$ cat src/rtl/sc_regshifter_flags_if.sv
// -----------------------------------------------------------------------------
// sc_regshifter_flags_if
// Bus bundle between the control/ALU side and the register-shifter stage.
//   master : drives ALU result, ALU carry/overflow, clear/load strobes and
//            shift selection; observes stored value, flags and shift count.
//   slave  : the register-shifter itself (mirror of master).
// All strobes and flags with the _InLow/_OutLow suffix are active low.
// -----------------------------------------------------------------------------
interface sc_regshifter_flags_if #(
  parameter int unsigned DATAWIDTH_BUS                  = 8,
  parameter int unsigned DATAWIDTH_REGSHIFTER_SELECTION = 2,
  parameter int unsigned DATAWIDTH_SHIFTCOUNT           = 4
);

  // Request side (ALU / state machine -> register-shifter)
  logic [DATAWIDTH_BUS-1:0]                  SC_REGSHIFTER_data_InBUS;
  logic                                      SC_REGSHIFTER_carry_InLow;
  logic                                      SC_REGSHIFTER_overflow_InLow;
  logic                                      SC_REGSHIFTER_clear_InLow;
  logic                                      SC_REGSHIFTER_load_InLow;
  logic [DATAWIDTH_REGSHIFTER_SELECTION-1:0] SC_REGSHIFTER_shiftselection_In;

  // Result side (register-shifter -> BUSC / state machine flag inputs)
  logic [DATAWIDTH_BUS-1:0]                  SC_REGSHIFTER_data_OutBUS;
  logic                                      SC_REGSHIFTER_overflow_OutLow;
  logic                                      SC_REGSHIFTER_carry_OutLow;
  logic                                      SC_REGSHIFTER_negative_OutLow;
  logic                                      SC_REGSHIFTER_zero_OutLow;
  logic [DATAWIDTH_SHIFTCOUNT-1:0]           SC_REGSHIFTER_shiftcount_OutBUS;

  modport master (
    output SC_REGSHIFTER_data_InBUS,
    output SC_REGSHIFTER_carry_InLow,
    output SC_REGSHIFTER_overflow_InLow,
    output SC_REGSHIFTER_clear_InLow,
    output SC_REGSHIFTER_load_InLow,
    output SC_REGSHIFTER_shiftselection_In,
    input  SC_REGSHIFTER_data_OutBUS,
    input  SC_REGSHIFTER_overflow_OutLow,
    input  SC_REGSHIFTER_carry_OutLow,
    input  SC_REGSHIFTER_negative_OutLow,
    input  SC_REGSHIFTER_zero_OutLow,
    input  SC_REGSHIFTER_shiftcount_OutBUS
  );

  modport slave (
    input  SC_REGSHIFTER_data_InBUS,
    input  SC_REGSHIFTER_carry_InLow,
    input  SC_REGSHIFTER_overflow_InLow,
    input  SC_REGSHIFTER_clear_InLow,
    input  SC_REGSHIFTER_load_InLow,
    input  SC_REGSHIFTER_shiftselection_In,
    output SC_REGSHIFTER_data_OutBUS,
    output SC_REGSHIFTER_overflow_OutLow,
    output SC_REGSHIFTER_carry_OutLow,
    output SC_REGSHIFTER_negative_OutLow,
    output SC_REGSHIFTER_zero_OutLow,
    output SC_REGSHIFTER_shiftcount_OutBUS
  );

endinterface

$ cat src/rtl/sc_regshifter_flags.sv
// -----------------------------------------------------------------------------
// sc_regshifter_flags
// Register-shifter stage downstream of the ALU. Captures the ALU result on a
// load strobe, performs single-bit logical left/right shifts, drives the
// stored value onto BUSC and keeps active-low overflow/carry/negative/zero
// flags plus a saturating shift counter.
//
// Ports:
//   SC_REGSHIFTER_CLOCK_50      : clock, all state on the rising edge
//   SC_REGSHIFTER_RESET_InHigh  : synchronous reset, active high
//   regshifter_bus (slave)      : ALU result, carry/overflow in, clear/load
//                                 strobes, shift selection; stored value,
//                                 flags and shift count out
//
// Per-edge priority: reset > clear > load > shift > hold. All outputs are
// registered; there is no combinational input-to-output path.
// -----------------------------------------------------------------------------
module sc_regshifter_flags #(
  parameter int unsigned DATAWIDTH_BUS                  = 8,
  parameter int unsigned DATAWIDTH_REGSHIFTER_SELECTION = 2,
  parameter int unsigned DATAWIDTH_SHIFTCOUNT           = 4
) (
  input  logic                SC_REGSHIFTER_CLOCK_50,
  input  logic                SC_REGSHIFTER_RESET_InHigh,
  sc_regshifter_flags_if.slave regshifter_bus
);

  localparam int unsigned W    = DATAWIDTH_BUS;
  localparam int unsigned SELW = DATAWIDTH_REGSHIFTER_SELECTION;
  localparam int unsigned CNTW = DATAWIDTH_SHIFTCOUNT;

  localparam logic [SELW-1:0] SEL_LEFT  = SELW'(1);
  localparam logic [SELW-1:0] SEL_RIGHT = SELW'(2);
  localparam logic [CNTW-1:0] COUNT_MAX = {CNTW{1'b1}};

  // One action wins per edge; everything below it is discarded.
  typedef enum logic [2:0] {
    ACT_HOLD,
    ACT_CLEAR,
    ACT_LOAD,
    ACT_SHIFT_LEFT,
    ACT_SHIFT_RIGHT
  } action_e;

  action_e         action_c;

  logic [W-1:0]    data_q,     data_d;
  logic            carry_q,    carry_d;
  logic            overflow_q, overflow_d;
  logic            negative_q, negative_d;
  logic            zero_q,     zero_d;
  logic [CNTW-1:0] count_q,    count_d;

  // Priority decode of the request strobes (reset is handled in the register).
  always_comb begin
    action_c = ACT_HOLD;
    if (!regshifter_bus.SC_REGSHIFTER_clear_InLow) begin
      action_c = ACT_CLEAR;
    end else if (!regshifter_bus.SC_REGSHIFTER_load_InLow) begin
      action_c = ACT_LOAD;
    end else if (regshifter_bus.SC_REGSHIFTER_shiftselection_In == SEL_LEFT) begin
      action_c = ACT_SHIFT_LEFT;
    end else if (regshifter_bus.SC_REGSHIFTER_shiftselection_In == SEL_RIGHT) begin
      action_c = ACT_SHIFT_RIGHT;
    end
  end

  // Next-state datapath and flag computation.
  always_comb begin
    data_d     = data_q;
    carry_d    = carry_q;
    overflow_d = overflow_q;
    negative_d = negative_q;
    zero_d     = zero_q;
    count_d    = count_q;

    case (action_c)
      ACT_CLEAR: begin
        data_d     = '0;
        carry_d    = 1'b1;
        overflow_d = 1'b1;
        count_d    = '0;
      end
      ACT_LOAD: begin
        data_d     = regshifter_bus.SC_REGSHIFTER_data_InBUS;
        carry_d    = regshifter_bus.SC_REGSHIFTER_carry_InLow;
        overflow_d = regshifter_bus.SC_REGSHIFTER_overflow_InLow;
        count_d    = '0;
      end
      ACT_SHIFT_LEFT: begin
        data_d     = {data_q[W-2:0], 1'b0};
        carry_d    = ~data_q[W-1];
        // Sign bit changes when the top two bits differ before the shift.
        overflow_d = ~(data_q[W-1] ^ data_q[W-2]);
        count_d    = (count_q == COUNT_MAX) ? count_q : count_q + CNTW'(1);
      end
      ACT_SHIFT_RIGHT: begin
        data_d     = {1'b0, data_q[W-1:1]};
        carry_d    = ~data_q[0];
        overflow_d = 1'b1;
        count_d    = (count_q == COUNT_MAX) ? count_q : count_q + CNTW'(1);
      end
      default: begin
      end
    endcase

    // Negative/zero track the new value on every non-hold action.
    if (action_c != ACT_HOLD) begin
      negative_d = ~data_d[W-1];
      zero_d     = ~(data_d == '0);
    end
  end

  // State register with synchronous active-high reset.
  always_ff @(posedge SC_REGSHIFTER_CLOCK_50) begin
    if (SC_REGSHIFTER_RESET_InHigh) begin
      data_q     <= '0;
      carry_q    <= 1'b1;
      overflow_q <= 1'b1;
      negative_q <= 1'b1;
      zero_q     <= 1'b0;
      count_q    <= '0;
    end else begin
      data_q     <= data_d;
      carry_q    <= carry_d;
      overflow_q <= overflow_d;
      negative_q <= negative_d;
      zero_q     <= zero_d;
      count_q    <= count_d;
    end
  end

  assign regshifter_bus.SC_REGSHIFTER_data_OutBUS       = data_q;
  assign regshifter_bus.SC_REGSHIFTER_carry_OutLow      = carry_q;
  assign regshifter_bus.SC_REGSHIFTER_overflow_OutLow   = overflow_q;
  assign regshifter_bus.SC_REGSHIFTER_negative_OutLow   = negative_q;
  assign regshifter_bus.SC_REGSHIFTER_zero_OutLow       = zero_q;
  assign regshifter_bus.SC_REGSHIFTER_shiftcount_OutBUS = count_q;

endmodule

$ cat src/flat_wrapper.sv
// flat-port wrapper written by rule: the top's interface ports become plain ports
module sc_regshifter_flags_flat 
#(
  parameter int unsigned DATAWIDTH_BUS                  = 8,
  parameter int unsigned DATAWIDTH_REGSHIFTER_SELECTION = 2,
  parameter int unsigned DATAWIDTH_SHIFTCOUNT           = 4
)
  (SC_REGSHIFTER_CLOCK_50, SC_REGSHIFTER_RESET_InHigh, regshifter_bus_SC_REGSHIFTER_data_InBUS, regshifter_bus_SC_REGSHIFTER_carry_InLow, regshifter_bus_SC_REGSHIFTER_overflow_InLow, regshifter_bus_SC_REGSHIFTER_clear_InLow, regshifter_bus_SC_REGSHIFTER_load_InLow, regshifter_bus_SC_REGSHIFTER_shiftselection_In, regshifter_bus_SC_REGSHIFTER_data_OutBUS, regshifter_bus_SC_REGSHIFTER_overflow_OutLow, regshifter_bus_SC_REGSHIFTER_carry_OutLow, regshifter_bus_SC_REGSHIFTER_negative_OutLow, regshifter_bus_SC_REGSHIFTER_zero_OutLow, regshifter_bus_SC_REGSHIFTER_shiftcount_OutBUS);
  sc_regshifter_flags_if #(.DATAWIDTH_BUS(DATAWIDTH_BUS), .DATAWIDTH_REGSHIFTER_SELECTION(DATAWIDTH_REGSHIFTER_SELECTION), .DATAWIDTH_SHIFTCOUNT(DATAWIDTH_SHIFTCOUNT)) regshifter_bus_i ();
  input  logic SC_REGSHIFTER_CLOCK_50;
  input  logic SC_REGSHIFTER_RESET_InHigh;
  input wire logic [$bits(regshifter_bus_i.SC_REGSHIFTER_data_InBUS)-1:0] regshifter_bus_SC_REGSHIFTER_data_InBUS;
  input wire logic [$bits(regshifter_bus_i.SC_REGSHIFTER_carry_InLow)-1:0] regshifter_bus_SC_REGSHIFTER_carry_InLow;
  input wire logic [$bits(regshifter_bus_i.SC_REGSHIFTER_overflow_InLow)-1:0] regshifter_bus_SC_REGSHIFTER_overflow_InLow;
  input wire logic [$bits(regshifter_bus_i.SC_REGSHIFTER_clear_InLow)-1:0] regshifter_bus_SC_REGSHIFTER_clear_InLow;
  input wire logic [$bits(regshifter_bus_i.SC_REGSHIFTER_load_InLow)-1:0] regshifter_bus_SC_REGSHIFTER_load_InLow;
  input wire logic [$bits(regshifter_bus_i.SC_REGSHIFTER_shiftselection_In)-1:0] regshifter_bus_SC_REGSHIFTER_shiftselection_In;
  output wire logic [$bits(regshifter_bus_i.SC_REGSHIFTER_data_OutBUS)-1:0] regshifter_bus_SC_REGSHIFTER_data_OutBUS;
  output wire logic [$bits(regshifter_bus_i.SC_REGSHIFTER_overflow_OutLow)-1:0] regshifter_bus_SC_REGSHIFTER_overflow_OutLow;
  output wire logic [$bits(regshifter_bus_i.SC_REGSHIFTER_carry_OutLow)-1:0] regshifter_bus_SC_REGSHIFTER_carry_OutLow;
  output wire logic [$bits(regshifter_bus_i.SC_REGSHIFTER_negative_OutLow)-1:0] regshifter_bus_SC_REGSHIFTER_negative_OutLow;
  output wire logic [$bits(regshifter_bus_i.SC_REGSHIFTER_zero_OutLow)-1:0] regshifter_bus_SC_REGSHIFTER_zero_OutLow;
  output wire logic [$bits(regshifter_bus_i.SC_REGSHIFTER_shiftcount_OutBUS)-1:0] regshifter_bus_SC_REGSHIFTER_shiftcount_OutBUS;
  assign regshifter_bus_i.SC_REGSHIFTER_data_InBUS = regshifter_bus_SC_REGSHIFTER_data_InBUS;
  assign regshifter_bus_i.SC_REGSHIFTER_carry_InLow = regshifter_bus_SC_REGSHIFTER_carry_InLow;
  assign regshifter_bus_i.SC_REGSHIFTER_overflow_InLow = regshifter_bus_SC_REGSHIFTER_overflow_InLow;
  assign regshifter_bus_i.SC_REGSHIFTER_clear_InLow = regshifter_bus_SC_REGSHIFTER_clear_InLow;
  assign regshifter_bus_i.SC_REGSHIFTER_load_InLow = regshifter_bus_SC_REGSHIFTER_load_InLow;
  assign regshifter_bus_i.SC_REGSHIFTER_shiftselection_In = regshifter_bus_SC_REGSHIFTER_shiftselection_In;
  assign regshifter_bus_SC_REGSHIFTER_data_OutBUS = regshifter_bus_i.SC_REGSHIFTER_data_OutBUS;
  assign regshifter_bus_SC_REGSHIFTER_overflow_OutLow = regshifter_bus_i.SC_REGSHIFTER_overflow_OutLow;
  assign regshifter_bus_SC_REGSHIFTER_carry_OutLow = regshifter_bus_i.SC_REGSHIFTER_carry_OutLow;
  assign regshifter_bus_SC_REGSHIFTER_negative_OutLow = regshifter_bus_i.SC_REGSHIFTER_negative_OutLow;
  assign regshifter_bus_SC_REGSHIFTER_zero_OutLow = regshifter_bus_i.SC_REGSHIFTER_zero_OutLow;
  assign regshifter_bus_SC_REGSHIFTER_shiftcount_OutBUS = regshifter_bus_i.SC_REGSHIFTER_shiftcount_OutBUS;
  sc_regshifter_flags #(.DATAWIDTH_BUS(DATAWIDTH_BUS), .DATAWIDTH_REGSHIFTER_SELECTION(DATAWIDTH_REGSHIFTER_SELECTION), .DATAWIDTH_SHIFTCOUNT(DATAWIDTH_SHIFTCOUNT)) u_core (.SC_REGSHIFTER_CLOCK_50(SC_REGSHIFTER_CLOCK_50), .SC_REGSHIFTER_RESET_InHigh(SC_REGSHIFTER_RESET_InHigh), .regshifter_bus(regshifter_bus_i));
endmodule
$ cat config.mk
export PLATFORM = sky130hd
export DESIGN_NAME = sc_regshifter_flags_flat
export DESIGN_NICKNAME = d
export VERILOG_FILES = /design/src/rtl/sc_regshifter_flags_if.sv /design/src/rtl/sc_regshifter_flags.sv /design/src/flat_wrapper.sv
export SDC_FILE = /design/constraint.sdc
export NUM_CORES = 1
export LEC_CHECK = 0
export CELL_PAD_IN_SITES_DETAIL_PLACEMENT = 0
export CELL_PAD_IN_SITES_GLOBAL_PLACEMENT = 1
export CORE_MARGIN = 2
export CORE_UTILIZATION = 30
export CTS_CLUSTER_DIAMETER = 80
export DETAILED_ROUTE_END_ITERATION = 7
export GPL_ROUTABILITY_DRIVEN = 0
export PLACE_DENSITY_LB_ADDON = 0.1
export SYNTH_ARGS = -nofsm -noshare
export SYNTH_HDL_FRONTEND = slang
export SYNTH_SLANG_ARGS = --single-unit
$ cat constraint.sdc
create_clock -name SC_REGSHIFTER_CLOCK_50 -period 1.6 [get_ports SC_REGSHIFTER_CLOCK_50]
set_input_delay 0.32 -clock SC_REGSHIFTER_CLOCK_50 [delete_from_list [all_inputs] [get_ports SC_REGSHIFTER_CLOCK_50]]
set_output_delay 0.32 -clock SC_REGSHIFTER_CLOCK_50 [all_outputs]
set_load 0.02 [all_outputs]
run_1/m1.png
Scale bar: 20 um.
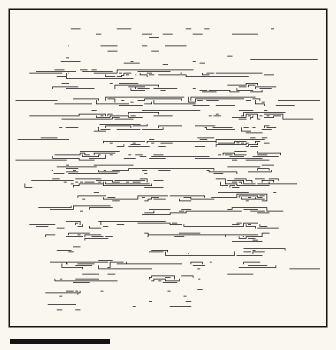
share of all routed wire: 45%
nets with wire on the layer: 178
wire length after detailed routing: 3216 um
via total after detailed routing: 1184
met1 Resource Use GR: 0.2167

run_1/m2.png
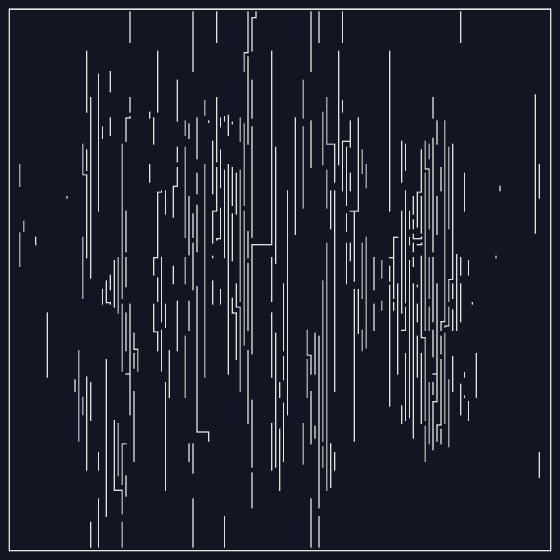
nets with wire on the layer: 175
main direction: vertical
share of all routed wire: 51%
longest straight run: 28.9 um
wire length on this layer: 1640 um

==> results.rst, run 1 <==
Metrics
=======

.. list-table::
   :header-rows: 1

   * - Metric
     - Value
   * - Largest type area fraction
     - 0.3055
   * - Period Utilization, post-route
     - 0.9843
   * - Routed Antenna Nets
     - 0
   * - Combined area of all synthesized cells
     - approximately 0.0010 mm2
   * - Max-cap check violation count
     - 0
   * - Cell area after layout
     - about 0.0017 mm2
   * - Kind of critical path
     - flip-flop to output pin
   * - Area fraction in and, or, nand and nor cells after synthesis
     - 0.3067
   * - Outcome
     - complete, no violations
   * - Worst IR drop on VDD
     - between 0.0003 and 0.0004 V
   * - Achievable frequency
     - 0.6350 GHz
   * - Final worst setup slack
     - ~0.025 ns
   * - Arrival time at the worst endpoint
     - 1.25 ns
   * - Leakage Power
     - just over 0.0007 uW
   * - Diode count
     - 0
   * - DIE WIDTH
     - 63.12 um
   * - Pre-CTS setup slack
     - -0.6053 ns
   * - Combinational Power Share
     - 0.313
   * - Longest Clk Path Bufs
     - 2
   * - P&R area growth vs syn
     - 60.38%
run_1/m3.png
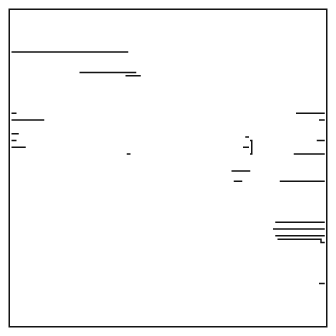
nets with wire on the layer: 22
longest straight run: 23.0 um
met3 track demand over resource in global routing: 0.02500

run 1: what timing repair did:
| item | in CTS | in global routing |
|---|---|---|
| gates resized | 26 | 11 |
| setup endpoints to repair | 25 | 5 |
| pin swaps | 2 | 2 |
| gates cloned | 0 | 1 |
run 1: registers in the layout, summed over array words and instances (netlist names):
signal and count:
u_core.regshifter_bus.SC_REGSHIFTER_shiftcount_OutBUS 4, u_core.regshifter_bus.SC_REGSHIFTER_zero_OutLow 1, u_core.regshifter_bus.SC_REGSHIFTER_data_OutBUS 8, u_core.regshifter_bus.SC_REGSHIFTER_overflow_OutLow 1, u_core.regshifter_bus.SC_REGSHIFTER_negative_OutLow 1, u_core.regshifter_bus.SC_REGSHIFTER_carry_OutLow 1
run 1: cell usage after synthesis (2+ instances only):
cell type,count
sky130_fd_sc_hd__nand3_1,5
sky130_fd_sc_hd__nand3b_1,4
sky130_fd_sc_hd__a211oi_1,2
sky130_fd_sc_hd__inv_1,3
sky130_fd_sc_hd__buf_4,2
sky130_fd_sc_hd__buf_2,5
sky130_fd_sc_hd__o21ai_0,6
sky130_fd_sc_hd__nand2b_1,5
sky130_fd_sc_hd__dfxtp_1,16
sky130_fd_sc_hd__nor3_1,5
sky130_fd_sc_hd__xor2_1,2
sky130_fd_sc_hd__o221ai_1,5
sky130_fd_sc_hd__o2bb2ai_1,2
sky130_fd_sc_hd__or3_1,2
sky130_fd_sc_hd__and3b_1,2
sky130_fd_sc_hd__a21oi_1,6
sky130_fd_sc_hd__nand2_1,6
sky130_fd_sc_hd__o221a_2,2
sky130_fd_sc_hd__or2_1,2
sky130_fd_sc_hd__a2bb2oi_1,2
sky130_fd_sc_hd__nor3b_1,2
sky130_fd_sc_hd__nor2_1,13
sky130_fd_sc_hd__nor2b_1,7
run 1: path summary, 6_finish.rpt:
path,end,slack [ns],from,cells past startpoint
max,regshifter_bus_SC_REGSHIFTER_zero_OutLow,0.03,u_core.regshifter_bus.SC_REGSHIFTER_zero_OutLow$_SDFFE_PP0P_,1
min reg2reg,flip-flop,0.48,flip-flop,2
min,flip-flop,0.48,flip-flop,2
max reg2reg,u_core.regshifter_bus.SC_REGSHIFTER_zero_OutLow$_SDFFE_PP0P_,0.09,flip-flop,5
run 1: routing by layer:
layer / routed length, um / track usage / vias up
met5: 0 / 0 / -
met4: 27 / 0.05833 / 0
met3: 119 / 0.02500 / 4
met2: 1636 / 0.2846 / 29
met1: 1433 / 0.2167 / 559
li1: - / - / 592
run 1: power groups by stage:
stage          clock network (uW)  registers (uW)  logic (uW)
6_report                      276             432         322
5_1_grt                       302             435         347
4_1_cts                       286             432         312
3_5_place_dp                    0             442         303
3_3_place_gp                    0             442         302
2_1_floorplan                   0             460         131
run 1: area by class of cell:
cell class,instances,area share
multi-input combinational,101,0.4353
timing repair buffer,56,0.3088
sequential,16,0.1912
tap,46,0.03423
clock buffer,4,0.02158
inverter,4,0.008929
run 1: kinds of logic after synthesis:
| logic type | Yosys count |
|---|---|
| and+or+nand+nor | 58 |
| AOI/OAI and AO/OA | 39 |
| DFF | 16 |
| buffers and inverters | 12 |
| xor gates and xnor gates | 2 |
| muxes | 1 |
| adders and majority gates | 1 |
==> run 1 -> run 2 <==
CORE_MARGIN = 4   (was 2)
run_2/port_trees.png
Scale bar: 20 um.
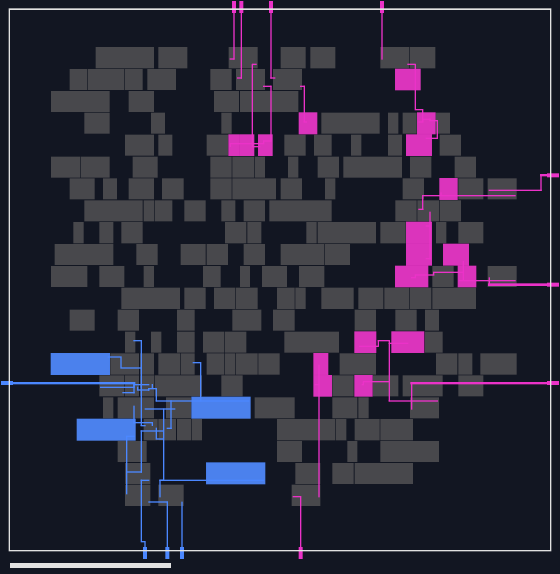
[regshifter_bus_SC_REGSHIFTER_data_InBUS] magenta | bits: 8 | direction: input | edge: 4 top, 3 right, 1 bottom | end cells: 18 | wire: 197 um
[regshifter_bus_SC_REGSHIFTER_shiftcount_OutBUS] blue | bits: 4 | direction: output | edge: 3 bottom, 1 left | end cells: 4 | wire: 143 um
top-level I/O count: 32
count of port buffers added during placement: 31

run_2/m3.png
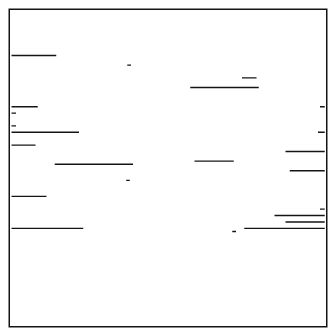
longest straight run: 16.8 um
wire length on this layer: 152 um
met3 track demand over resource in global routing: 0.03035
wire length after detailed routing: 3281 um
via total after detailed routing: 1181

run_2/congestion_map.png
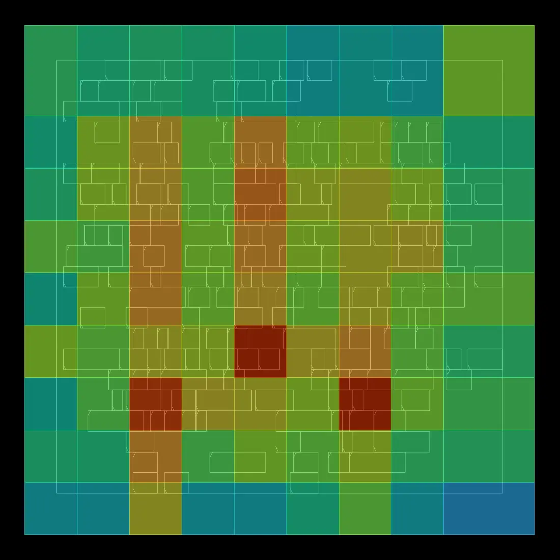
GRT met2 Usage: 0.2540
aggregate global-route resource usage: 0.1502
most heavily used metal layer in global routing: met2
met1 Resource Use GR: 0.1732
Wirelength per Cell: 14.14 um

==> results.rst, run 2 <==
Metrics
=======

.. list-table::
   :header-rows: 1

   * - Metric
     - Value
   * - Outcome
     - complete, no violations (unchanged)
   * - Largest type area fraction
     - 0.3055 (unchanged)
   * - Diode count
     - 0 (unchanged)
   * - Filler Cells Inserted
     - 371 (was 345)
   * - Max-cap check violation count
     - 0 (unchanged)
   * - Longest Clk Path Bufs
     - 2 (unchanged)
   * - Number of cells on the worst hold path
     - 2 (unchanged)
   * - Max FFs per register
     - 8 (unchanged)
   * - Routed Antenna Nets
     - 0 (unchanged)
   * - Achievable frequency
     - 0.6396 GHz (was 0.6350 GHz)
   * - Arrival time at the worst endpoint
     - 1.74 ns (was 1.25 ns)
   * - Number of standard-cell rows in the floorplan
     - 21 (unchanged)
   * - R2R Setup Slk
     - 0.10 ns (was 0.09 ns)
   * - Total gr overflow
     - 0 (unchanged)
   * - Combined area of all synthesized cells
     - 0.001049 mm2 (unchanged)
   * - Kind of critical path
     - input port to flip-flop (was flip-flop to output pin)
   * - Most instantiated library cell after synthesis
     - sky130_fd_sc_hd__dfxtp_1 (unchanged)
   * - Leakage Power
     - 0.0007297 uW (was 0.0007206 uW)
   * - Slowest stage cell on the critical path
     - sky130_fd_sc_hd__clkdlybuf4s50_1 (unchanged)
   * - Setup repair after global routing missed its margin
     - false (unchanged)
   * - Endpoint of the worst register-to-register path
     - u_core.regshifter_bus.SC_REGSHIFTER_zero_OutLow$_SDFFE_PP0P_ (unchanged)
   * - Synth top cells by count
     - 16 x sky130_fd_sc_hd__dfxtp_1, 13 x sky130_fd_sc_hd__nor2_1, 7 x sky130_fd_sc_hd__nor2b_1 (unchanged)
   * - Period Utilization, post-route
     - 0.9772 (was 0.9843)
   * - Worst IR drop on VDD
     - 0.0002744 V (was 0.0003966 V)
-- run 2: timing repair --
action / CTS / global route
setup endpoints to repair: 27 / 7
pin swaps: 2 / 5
hold buffers: 0 / 0
gates resized: 28 / 12
setup buffers: 1 / 1
-- run 2: layout make-up --
cell class | instances | area [um2] | area share
Inverter | 4 | 15.01 | 0.008863
Sequential cell | 16 | 320.3 | 0.1891
Clock buffer | 3 | 22.52 | 0.01329
Timing Repair Buffer | 62 | 534.3 | 0.3154
Multi-Input combinational cell | 101 | 744.5 | 0.4394
Tap cell | 46 | 57.56 | 0.03397
-- run 2: routing by layer --
layer | GRT usage | share of wire
met5 | 0 | 0
met4 | 0.08861 | 0.019
met3 | 0.03035 | 0.046
met2 | 0.2540 | 0.51
met1 | 0.1732 | 0.43
-- run 2: kinds of logic after synthesis --
kind of cell	count (synthesis)	share of synthesized area
compound gates	39	0.2936
flops	16	0.3055
simple gates	58	0.3067
xor+xnor	2	0.01671
mux	1	0.009547
fa+ha+maj	1	0.01193
buf+inv	12	0.05607
-- run 2: worst max path at each step --
stage                                                            startpoint                                                      endpoint  slack (ns)  cells after the start
after floorplan           regshifter_bus_SC_REGSHIFTER_shiftselection_In[0]  u_core.regshifter_bus.SC_REGSHIFTER_zero_OutLow$_SDFFE_PP0P_        0.12                      6
after global placement    regshifter_bus_SC_REGSHIFTER_shiftselection_In[1]  u_core.regshifter_bus.SC_REGSHIFTER_zero_OutLow$_SDFFE_PP0P_       -0.52                      7
after detailed placement  regshifter_bus_SC_REGSHIFTER_shiftselection_In[1]  u_core.regshifter_bus.SC_REGSHIFTER_zero_OutLow$_SDFFE_PP0P_       -0.55                      6
after CTS                          regshifter_bus_SC_REGSHIFTER_clear_InLow  u_core.regshifter_bus.SC_REGSHIFTER_zero_OutLow$_SDFFE_PP0P_       -0.01                      7
after global routing                                              flip-flop                  regshifter_bus_SC_REGSHIFTER_overflow_OutLow      0.0007                      1
final                            regshifter_bus_SC_REGSHIFTER_data_InBUS[2]  u_core.regshifter_bus.SC_REGSHIFTER_zero_OutLow$_SDFFE_PP0P_        0.04                      6
-- run 2: critical path, delay by kind of cell --
family	cells	cell delay, ns
AOI/OAI and AO/OA	4	0.75
buffers and inverters	1	0.45
and+or+nand+nor	1	0.22
-- run 2: power by group --
| part | internal (uW) | switching, uW | total [uW] |
|---|---|---|---|
| Sequential | 415 | 17.2 | 433 |
| Combinational | 173 | 152 | 325 |
| Clock | 87.6 | 130 | 218 |
| Total | 676 | 299 | 975 |
-- run 2: per-stage QoR --
step / std cells / power (uW) / setup slack, ns / instance area [um2] / utilization
floorplan: 129 / 590.9 / 0.1196 / 1049 / -
global placement: 227 / 750.2 / -0.5168 / 1590 / 0.4728
detailed placement: 227 / 750.8 / -0.5526 / 1590 / 0.4728
CTS: 231 / 982.5 / -0.01059 / 1649 / 0.4903
global route: 232 / 1036 / 0.0006578 / 1694 / 0.5037
finish: 232 / 975.1 / 0.03647 / 1694 / 0.5037
No activity file was given, so power comes from the tool's default toggle rates.
